`src/rtl/dcache_miss_ctrl.sv`:
```
// Data-cache miss controller for the MEM stage of a 5-stage pipeline.
// Stalls the pipeline while a load miss is refilled from main memory or a
// write-through store drains, with a per-transaction timeout that aborts
// to DONE and raises a sticky bus error.
module dcache_miss_ctrl #(
    parameter int unsigned TIMEOUT = 255,
    parameter int unsigned CNT_W   = 16
) (
    input  logic             clk,
    input  logic             rst,
    input  logic             mem_read,
    input  logic             mem_write,
    input  logic             data_hit,
    input  logic             mem_ready,
    output logic             stall,
    output logic             wb_bubble,
    output logic             mem_req,
    output logic             mem_we,
    output logic             refill,
    output logic [CNT_W-1:0] miss_cnt,
    output logic             bus_err
);

    typedef enum logic [2:0] {
        StIdle,
        StRdMiss,
        StWrite,
        StFill,
        StDone
    } state_t;

    // Last wait-counter value before abort: the counter holds (cycles waited - 1).
    localparam logic [15:0] WAIT_LAST = 16'(TIMEOUT - 1);

    state_t      state;
    logic [15:0] wait_cnt;
    logic        idle_leave;

    // A store always leaves IDLE (write has priority); a load leaves only on a miss.
    assign idle_leave = mem_write | (mem_read & ~data_hit);

    // State, wait counter, miss counter and sticky error flag.
    always_ff @(posedge clk) begin
        if (rst) begin
            state    <= StIdle;
            wait_cnt <= '0;
            miss_cnt <= '0;
            bus_err  <= 1'b0;
        end else begin
            unique case (state)
                StIdle: begin
                    // RD_MISS and WRITE are only entered from here, so this clears on entry.
                    wait_cnt <= '0;
                    if (mem_write) begin
                        state <= StWrite;
                    end else if (mem_read && !data_hit) begin
                        state <= StRdMiss;
                        if (miss_cnt != '1) begin
                            miss_cnt <= miss_cnt + CNT_W'(1);
                        end
                    end
                end
                StRdMiss: begin
                    if (mem_ready) begin
                        state <= StFill;
                    end else if (wait_cnt == WAIT_LAST) begin
                        state   <= StDone;
                        bus_err <= 1'b1;
                    end else begin
                        wait_cnt <= wait_cnt + 16'd1;
                    end
                end
                StWrite: begin
                    if (mem_ready) begin
                        state <= StDone;
                    end else if (wait_cnt == WAIT_LAST) begin
                        state   <= StDone;
                        bus_err <= 1'b1;
                    end else begin
                        wait_cnt <= wait_cnt + 16'd1;
                    end
                end
                StFill: state <= StDone;
                StDone: state <= StIdle;
                default: state <= StIdle;
            endcase
        end
    end

    // Pipeline and memory controls decoded from state; forced low while in reset.
    always_comb begin
        stall   = 1'b0;
        mem_req = 1'b0;
        mem_we  = 1'b0;
        refill  = 1'b0;
        if (!rst) begin
            unique case (state)
                StIdle:   stall = idle_leave;
                StRdMiss: begin
                    stall   = 1'b1;
                    mem_req = 1'b1;
                end
                StWrite: begin
                    stall   = 1'b1;
                    mem_req = 1'b1;
                    mem_we  = 1'b1;
                end
                StFill: begin
                    stall  = 1'b1;
                    refill = 1'b1;
                end
                default: ;
            endcase
        end
    end

    assign wb_bubble = stall;

endmodule

```
`config.mk`:
```
export PLATFORM = sky130hd
export DESIGN_NAME = dcache_miss_ctrl
export DESIGN_NICKNAME = d
export VERILOG_FILES = /design/src/rtl/dcache_miss_ctrl.sv
export SDC_FILE = /design/constraint.sdc
export NUM_CORES = 1
export LEC_CHECK = 0
export ABC_AREA = 0
export CORE_UTILIZATION = 45
export DETAILED_ROUTE_END_ITERATION = 7
export GPL_TIMING_DRIVEN = 0
export HOLD_SLACK_MARGIN = 0.12
export MAX_ROUTING_LAYER = met4
export PLACE_DENSITY_LB_ADDON = 0.08
export SYNTH_ARGS = -nofsm -noshare
export SYNTH_HDL_FRONTEND = slang
export SYNTH_SLANG_ARGS = --single-unit
```
`constraint.sdc`:
```
create_clock -name clk -period 1.63 [get_ports clk]
set_input_delay 0.163 -clock clk [delete_from_list [all_inputs] [get_ports clk]]
set_output_delay 0.163 -clock clk [all_outputs]
set_load 0.02 [all_outputs]
```
Fig. 1: placed standard cells
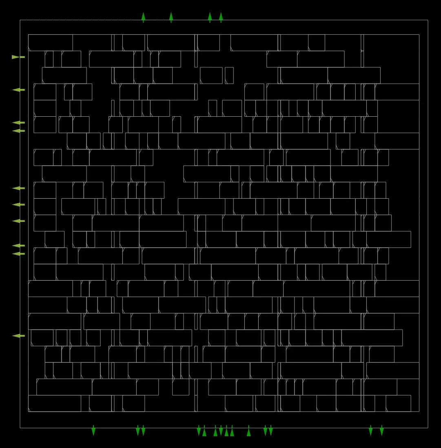
Tap Cells: 50
end-of-flow core utilization: 0.715
core region area: 4060 µm²
FILL cells: 303

Fig. 2: wiring by layer
Scale: 6 px per µm. Two of the layers only.
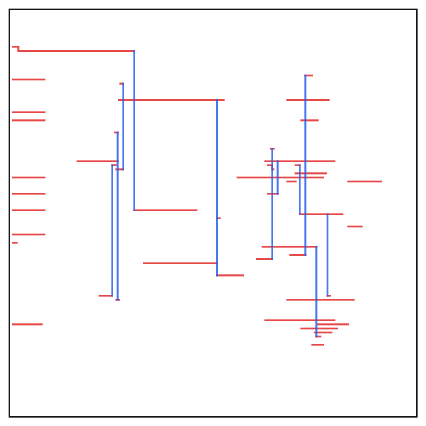
legend:
  blue:
    layer: metal 4
    wire_length: 210 µm
  red:
    layer: metal 3
    wire_length: 235 µm

Fig. 3: sequential cells grouped by signal name
Scale: 8 px per µm. Other sequential cells in the stronger grey, the rest of the logic in the fainter grey.
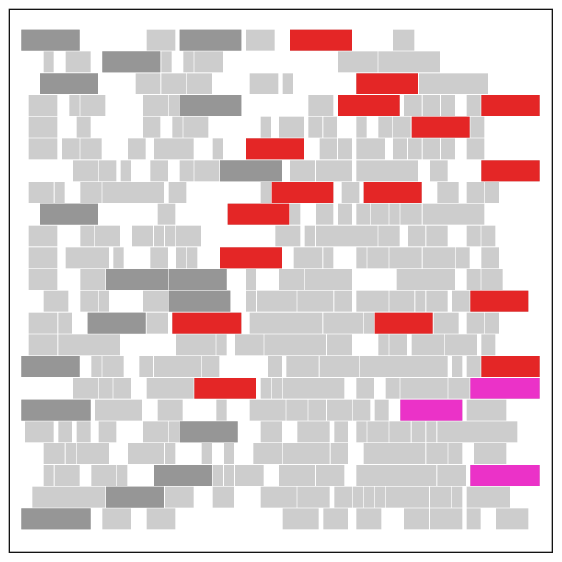
legend:
  magenta:
    netlist_name: state
    placed_flops: 3
  red:
    netlist_name: wait_cnt
    placed_flops: 16

==> results.toml <==
# physical design summary
[final_layout]
lay_top_count = "sky130_fd_sc_hd__nor2_1"
design.final.nets = 291
clockBufferCount = 6
final_cells = 333
seq-cell-share = 0.260
antenna_cells = 0
area.combinational_um2 = 1470
layout.clock.cell_area_share = 0.0371
stdcell_area_um2 = 2900
final.signal_buffer_count = 53
dominant-cell-class = "combinational gates"
layout.non_clock_inverters = 6
logic_gate_fraction_of_the_total_cell_area = 0.508
layout-area-overhead-vs-synth_pct = 49.4
seq_cell_count = 36

[place]
dpl-instance-area_um2 = 2300
numPlacedInstances = 309
gpl.final_weighted_congestion = 0.827
detailedPlacementHpwl_um = 3020
dp_worst_setup_slack_ns = -0.462

[final_timing]
grt_setup_unrepaired = "yes"
setup-violations-final = 15
layout_setup_ws_ns = -0.139
report.final.slew_viol_count = 0
fin_setup_tns_ns = -0.799
timing.final.crit_share = 1.09
timing.final.hold_violations = 0
worst_clock_skew_ns = 0.00361
worst_slew_margin_rel = 0.681

[pwr]
totalPowerFinal_mw = 2.00
vdd.ir_drop.worst_mv = 0.464
cellPowerDensity_nw_per_um2 = 688
power.leakage_nw = 1.01

[drt]
drt-total-wl_um = 5430
drt_first_iter_violations = 110
dr.pass1.iters = 4
antenna_violating_nets_post_route = 0
detail_route.vias_per_cell = 5.73
routed-wl-met3_um = 234
via_count = 1907
post-route-drc-count = 0
post_drt_wl_per_cell_um = 16.3

[global_routing]
grt_first_pass_wirelength_um = 7620
grt.total_usage = 0.231
grt_max_degree = 12
grt_pass1_vias = 1673
grt-ovfl-total = 0

[synthesis]
edf_count = 0
ys.flops = 36
yosys.stat.chipArea_um2 = 1940
cell_count_in_the_yosys_report = 232
postSynthNetCount = 241
post_synth_num_cell_types = 47
yosys_most_used_dff = "sky130_fd_sc_hd__dfxtp_1"
synth-warning-count = 0

[job]
maximum_capacitance_violations = 0
stage_log_warnings = 30

[floorplanning]
chipWidth_um = 67.7
io_count = 28
floorplan.initialDensity = 0.479
dieArea_um2 = 4580
floorplan.die.height_um = 67.7

[clock_network]
clock_transition_at_the_register_clock_pins_on_the_worst_setup_and_hold_paths_after_cts_ns = 0.07
clkLatencyLatePin_ns = 0.29
cts_buffers = 5
tritoncts = "yes"
cts-hold-fix-buffers = 0

[run_status]
failing_checks = "negative setup slack"
run_status = "finished with violations"

[min_path]
timing.hold.worst.class = "in2reg"

[setup_path]
cp_max_fo = 4
critPathRequiredTime_ns = 1.85
crit_type = "reg2reg"
critPathArrivalTime_ns = 1.99
crit_path_end_kind = "flip-flop"
synthesized netlist by cell type, types with 2 or more instances:
master | number | area share
sky130_fd_sc_hd__clkbuf_1 | 8 | 0.015
sky130_fd_sc_hd__nand4_1 | 10 | 0.032
sky130_fd_sc_hd__or2_2 | 2 | 0.0064
sky130_fd_sc_hd__nor4_4 | 2 | 0.022
sky130_fd_sc_hd__nor2_1 | 33 | 0.064
sky130_fd_sc_hd__o211ai_1 | 2 | 0.0077
sky130_fd_sc_hd__or3_1 | 11 | 0.035
sky130_fd_sc_hd__and3_1 | 4 | 0.013
sky130_fd_sc_hd__nand2b_1 | 3 | 0.0097
sky130_fd_sc_hd__xnor2_1 | 10 | 0.045
sky130_fd_sc_hd__inv_1 | 6 | 0.012
sky130_fd_sc_hd__xor2_1 | 12 | 0.054
sky130_fd_sc_hd__and2_1 | 3 | 0.0097
sky130_fd_sc_hd__ha_1 | 3 | 0.019
sky130_fd_sc_hd__nand4b_1 | 2 | 0.0090
sky130_fd_sc_hd__a21oi_1 | 12 | 0.031
sky130_fd_sc_hd__and4_1 | 4 | 0.018
sky130_fd_sc_hd__nor4_2 | 2 | 0.013
sky130_fd_sc_hd__nand2_1 | 11 | 0.021
sky130_fd_sc_hd__nor3_1 | 5 | 0.013
sky130_fd_sc_hd__o21ai_0 | 11 | 0.028
sky130_fd_sc_hd__o31ai_1 | 2 | 0.0077
sky130_fd_sc_hd__or4_1 | 2 | 0.0077
sky130_fd_sc_hd__nor4_1 | 4 | 0.013
sky130_fd_sc_hd__nor2b_1 | 2 | 0.0064
sky130_fd_sc_hd__nand3_1 | 9 | 0.023
sky130_fd_sc_hd__nor3_2 | 2 | 0.010
sky130_fd_sc_hd__dfxtp_1 | 36 | 0.37
worst paths after layout:
kind                     from            to  slack, ns  depth (start not counted)
setup / recovery  wait_cnt[6]  wait_cnt[14]      -0.14                          6
hold / removal      mem_write      state[0]       0.34                          3
setup reg to reg  wait_cnt[6]  wait_cnt[14]      -0.14                          6
hold reg to reg       bus_err       bus_err       0.48                          2
registers in the layout, summed over array words and instances, names as in the netlist:
name,count
miss_cnt,16
wait_cnt,16
bus_err,1
state,3
worst max-delay path: stages, from the launching register on:
cell,delay [ns]
sky130_fd_sc_hd__dfxtp_1,0.41
sky130_fd_sc_hd__inv_1,0.11
sky130_fd_sc_hd__nor4_4,0.35
sky130_fd_sc_hd__nand4_1,0.21
sky130_fd_sc_hd__buf_4,0.19
sky130_fd_sc_hd__or3_1,0.30
sky130_fd_sc_hd__a21oi_1,0.14
where the power goes:
part | leakage, nW | internal, mW | switching [mW]
Sequential | 0.301 | 0.888 | 0.0174
Clock | 0.0552 | 0.454 | 0.327
Combinational | 0.650 | 0.137 | 0.171
logic make-up after synthesis:
family                     after synthesis  synth area share
and+or+nand+nor                        120             0.368
DFF                                     36             0.371
AOI/OAI and AO/OA                       33            0.0979
xor gates and xnor gates                22            0.0992
buffers and inverters                   16            0.0335
adders and majority gates                3            0.0193
muxes                                    2            0.0110
per-layer routing:
metal  up-vias  global-route usage
met4         0               0.101
met1       894               0.275
met5         -                   -
met3        25              0.0456
met2        63               0.375
li1        925                   -
Power is estimated from default activity; no workload was simulated.
